### src/rtl/logic_result_stage.sv
// Registered output stage behind the logic unit: tags each result with status flags
// and buffers it in a small FIFO toward writeback, counting completed operations.
module logic_result_stage #(
  parameter int WIDTH   = 32,
  parameter int DEPTH   = 4,
  parameter int COUNT_W = 16
) (
  input  logic               clk,
  input  logic               rst,
  input  logic               in_valid,
  output logic               in_ready,
  input  logic [3:0]         in_f,
  input  logic [WIDTH-1:0]   in_result,
  output logic               out_valid,
  input  logic               out_ready,
  output logic [WIDTH-1:0]   out_result,
  output logic [3:0]         out_f,
  output logic               out_zero,
  output logic               out_neg,
  output logic               out_err,
  output logic [COUNT_W-1:0] op_count
);

  localparam int PTR_W = $clog2(DEPTH);
  localparam int OCC_W = PTR_W + 1;

  typedef struct packed {
    logic [WIDTH-1:0] result;
    logic [3:0]       f;
    logic             zero;
    logic             neg;
    logic             err;
  } entry_t;

  entry_t             mem_q [DEPTH];
  entry_t             head_q, head_d;
  entry_t             new_entry;
  logic [PTR_W-1:0]   rd_ptr_q, rd_ptr_d;
  logic [PTR_W-1:0]   wr_ptr_q, wr_ptr_d;
  logic [OCC_W-1:0]   occ_q, occ_d;
  logic [COUNT_W-1:0] op_count_q, op_count_d;
  logic               push, pop, illegal;

  assign in_ready  = (occ_q != OCC_W'(DEPTH));
  assign out_valid = (occ_q != '0);
  assign push      = in_valid && in_ready;
  assign pop       = out_valid && out_ready;

  // Illegal op codes store a zero result so downstream sees a clean, flagged entry.
  always_comb begin
    illegal            = (in_f[3:2] != 2'b00) || (in_f[1:0] == 2'b00);
    new_entry          = '0;
    new_entry.f        = in_f;
    new_entry.result   = illegal ? '0 : in_result;
    new_entry.zero     = (new_entry.result == '0);
    new_entry.neg      = new_entry.result[WIDTH-1];
    new_entry.err      = illegal;
  end

  always_ff @(posedge clk) begin
    if (push) begin
      mem_q[wr_ptr_q] <= new_entry;
    end
  end

  always_comb begin
    rd_ptr_d   = rd_ptr_q;
    wr_ptr_d   = wr_ptr_q;
    occ_d      = occ_q;
    op_count_d = op_count_q;
    if (push) begin
      wr_ptr_d = wr_ptr_q + PTR_W'(1);
    end
    if (pop) begin
      rd_ptr_d   = rd_ptr_q + PTR_W'(1);
      op_count_d = op_count_q + COUNT_W'(1);
    end
    case ({push, pop})
      2'b10:   occ_d = occ_q + OCC_W'(1);
      2'b01:   occ_d = occ_q - OCC_W'(1);
      default: occ_d = occ_q;
    endcase
  end

  // The head is re-registered so out_* never see in_* combinationally; when the
  // next head is the entry being written this cycle it is taken from the decode.
  always_comb begin
    head_d = head_q;
    if (occ_d != '0) begin
      if (push && (rd_ptr_d == wr_ptr_q)) begin
        head_d = new_entry;
      end else begin
        head_d = mem_q[rd_ptr_d];
      end
    end
  end

  always_ff @(posedge clk) begin
    if (rst) begin
      rd_ptr_q   <= '0;
      wr_ptr_q   <= '0;
      occ_q      <= '0;
      op_count_q <= '0;
      head_q     <= '0;
    end else begin
      rd_ptr_q   <= rd_ptr_d;
      wr_ptr_q   <= wr_ptr_d;
      occ_q      <= occ_d;
      op_count_q <= op_count_d;
      head_q     <= head_d;
    end
  end

  assign out_result = head_q.result;
  assign out_f      = head_q.f;
  assign out_zero   = head_q.zero;
  assign out_neg    = head_q.neg;
  assign out_err    = head_q.err;
  assign op_count   = op_count_q;

endmodule

### config.mk
export PLATFORM = sky130hd
export DESIGN_NAME = logic_result_stage
export DESIGN_NICKNAME = d
export VERILOG_FILES = /design/src/rtl/logic_result_stage.sv
export SDC_FILE = /design/constraint.sdc
export NUM_CORES = 1
export LEC_CHECK = 0
export ABC_CLOCK_PERIOD_IN_PS = 3150
export CAP_MARGIN = 5
export CORE_MARGIN = 2
export CORE_UTILIZATION = 35
export CTS_CLUSTER_DIAMETER = 60
export CTS_CLUSTER_SIZE = 16
export DETAILED_ROUTE_END_ITERATION = 8
export PLACE_DENSITY = 0.65
export SETUP_SLACK_MARGIN = 0.15
export SLEW_MARGIN = 20
export SYNTH_ARGS = -nofsm -noshare
export SYNTH_HDL_FRONTEND = slang
export SYNTH_SLANG_ARGS = --single-unit
### constraint.sdc
create_clock -name clk -period 3.15 [get_ports clk]
set_clock_uncertainty 0.15 [all_clocks]
set_input_delay 0.4725 -clock clk [delete_from_list [all_inputs] [get_ports clk]]
set_output_delay 0.4725 -clock clk [all_outputs]
set_load 0.03 [all_outputs]
==> run_results.csv <==
group,metric,value,unit
outcome,run_status,"finished clean",
pwr,switching_share,35.1,%
layout,layout.nonclk_buf_share,11.8,%
synthesis,post_synth_num_cell_types,43,
critical_path,cp.buffers_inverters,4,
sta,max_slew.worst_pin.slew,0.651,ns
pwr,comb_power_share,41.7,%
layout,final-instance-count-excl-fill,1161,
layout,nets,824,
pwr,power_frac_seq,36.5,%
pwr,switchingPower,0.00361,W
layout,post-route-cell-area,12100,um^2
critical_path,path_max_fanout,23,
synthesis,number_of_enable_flip_flop_cells,152,
clock_network,tritoncts.num_buffers,19,
clock_network,tritoncts,"done",
synthesis,avgSynthCellArea,14.5,um^2
clock_network,post_cts_hold_buffer_count,0,
grt,grt_max_degree,53,
critical_path,worst_path_most_repeated_cell,"sky130_fd_sc_hd__inv_2",
critical_path,setup.worst_path.class,"reg2reg",
layout,ff_latch_area,5800,um^2
critical_path,critical_path.max_stage_delay,0.50,ns
place,place.gp.congestion,0.732,
synthesis,synth.mux.area_fraction,18.3,%
critical_path,cp_data_arrival_time,3.12,ns
synthesis,synth.top_cell.area_share,47.0,%
grt,grt_overflow_total,0,
place,placement.cell_area,11400,um^2
worst_hold_path,worst_hold_path_type,"reg2reg",
pwr,total_power,0.0103,W
layout,antenna_cells_inserted,0,
sta,setup_viol,0,
layout,largest_cell_class,"registers",
synthesis,post_synth_fa_ha_maj_area_fraction,0.980,%
synthesis,synth.ff_latch_count,213,
pwr,powerClk,0.00223,W
sta,fin_worst_hold_slack,0.322,ns
clock_network,htree_levels,1,
clock_network,register_clock_pin_slew_on_the_reported_worst_setup_and_hold_paths,0.07,ns
synthesis,synth_top_cell_by_area,"sky130_fd_sc_hd__edfxtp_1",
layout,seq_cells,213,
grt,first_global_vias,6413,
route,drt_pre_antenna_iters,5,
critical_path,worstPathRequired,3.39,ns
route,post-route-drc-count,0,
grt,grt_antenna_before_repair,1,
layout,buffers_outside_the_clock_class,138,
critical_path,cp_cell_instances,"inv_2 -> nand3_4 -> and2_4 -> inv_2 -> ha_4 -> inv_1 -> fa_1 -> nand3b_1 -> a22oi_2 -> a21oi_2 -> and3_4 -> buf_12 -> a221o_1",
pwr,powerComb,0.00429,W
die,fp_util,35.8,%
synthesis,synthCells,668,
pwr,dominant_power_group,"combinational cells",
clock_network,clock_sinks,213,
sta,hold_viol,0,
grt,wire_length_of_the_first_global_routing_pass,36300,um
pwr,p_int,0.00666,W
synthesis,syn_area,9710,um^2
synthesis,yosys.area_share.xor_xnor,1.62,%
layout,layout_cells_sized_above_1,20.4,%
synthesis,yosys.stat.seqShare,59.6,%
die,design.die.area,29100,um^2
-- sequential cells by signal, indices dropped and copies added, names as in the netlist --
signal	flops
out_zero	1
mem_q	152
rd_ptr_q	2
out_err	1
out_f	4
wr_ptr_q	2
out_neg	1
op_count	16
out_result	31
occ_q	3
-- cells in the final DEF (no fill, tap or decap), drive strengths merged, types with 2 or more instances in the layout --
| cell | n |
|---|---|
| edfxtp | 152 |
| clkdlybuf4s50 | 96 |
| mux4 | 64 |
| dfxtp | 61 |
| nand2 | 44 |
| buf | 42 |
| nor3 | 36 |
| and2 | 34 |
| mux2i | 33 |
| a221o | 33 |
| clkbuf | 28 |
| nor2 | 21 |
| and3 | 18 |
| a21oi | 15 |
| nand3 | 14 |
| xor2 | 12 |
| inv | 11 |
| nor4 | 8 |
| a211oi | 8 |
| nand4 | 6 |
| xnor2 | 6 |
| ha | 6 |
| o21ai | 5 |
| a211o | 5 |
| or3 | 4 |
| o211ai | 4 |
| a311oi | 4 |
| nor2b | 3 |
| or2 | 2 |
| a31oi | 2 |
| o31ai | 2 |
-- path summary, 6_finish.rpt --
check           start  cells after the start       endpoint  slack (ns)
max reg2reg  occ_q[1]                     13  out_result[8]        0.27
min reg2reg  out_f[1]                      1       out_f[1]        0.32
min          out_f[1]                      1       out_f[1]        0.32
max          occ_q[1]                     13  out_result[8]        0.27
-- layer usage --
layer	share of wire, %	vias to the layer above	track usage [%]
met5	0	-	0
met4	2.4	0	4.12
met3	5.7	36	2.24
met2	48	207	27.4
met1	44	3175	22.3
li1	-	2866	-
-- timing repair --
action	4_1_cts	5_1_grt
resized	7	8
pin swaps	1	2
setup endpoints to repair	36	38
cloned	1	0
buffers inserted	0	2
### Congestion heat map

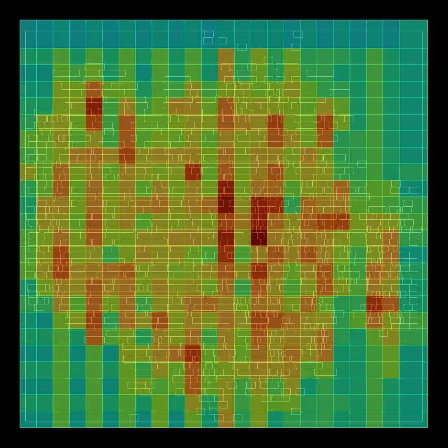
Util after Layout: 44.6%
Most Used Layer, Global Route: met2
met1 layer usage reported by global route: 22.3%
overall fraction of global-route tracks in use: 16.3%
mean routed wirelength per cell: 20.3 um

### Placed cells, one color a class

The bar under the picture is 50 um long.
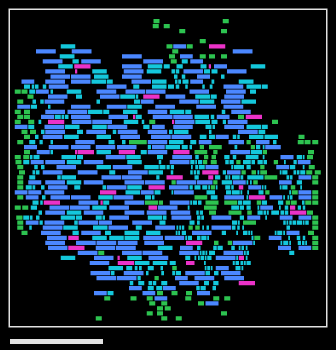
clock drivers and dummy loads: shown in magenta, cells 33. sequential cells: shown in blue, cells 213. combinational and other logic: shown in cyan, cells 405. remaining buffers and delay cells: shown in green, cells 138.
area inside the core boundary: 27,100 um^2
number of rows in the core area: 60
flip-flop and latch share of the layout cell area: 48.0%

### Register map, names as in the netlist

The bar under the picture is 50 um long. Other sequential cells in the stronger gray, the rest of the logic in the fainter gray.
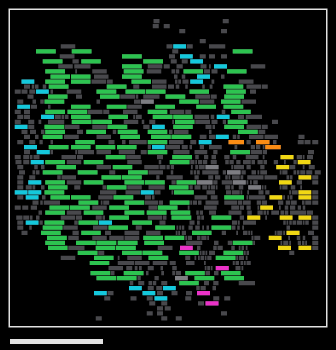
occ_q: shown in orange, sequential cells 3. mem_q: shown in green, sequential cells 152. op_count: shown in yellow, sequential cells 16, where right middle. out_result: shown in cyan, sequential cells 31. out_f: shown in magenta, sequential cells 4.

### Clock distribution

The bar under the picture is 50 um long.
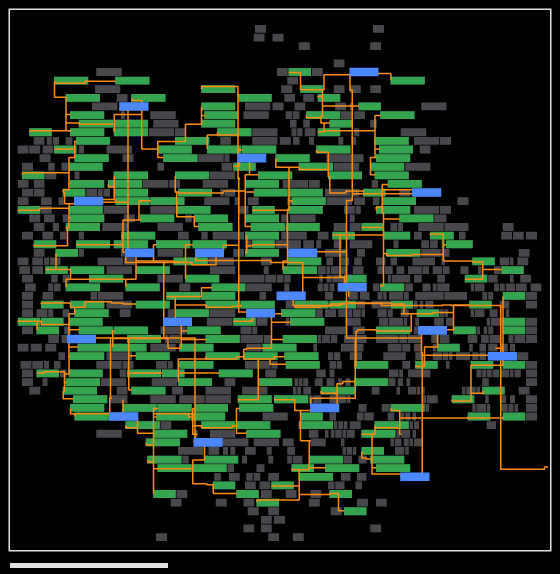
clock drivers: shown in blue, count 19. flip-flops: shown in green, count 213. clock wires: shown in orange, length 2,630 um.
There are 20 routed clock nets.
clock group share of total power: 21.7%
Insertion Delay late pin: 0.50 ns

Power and IR drop assume default switching activity.
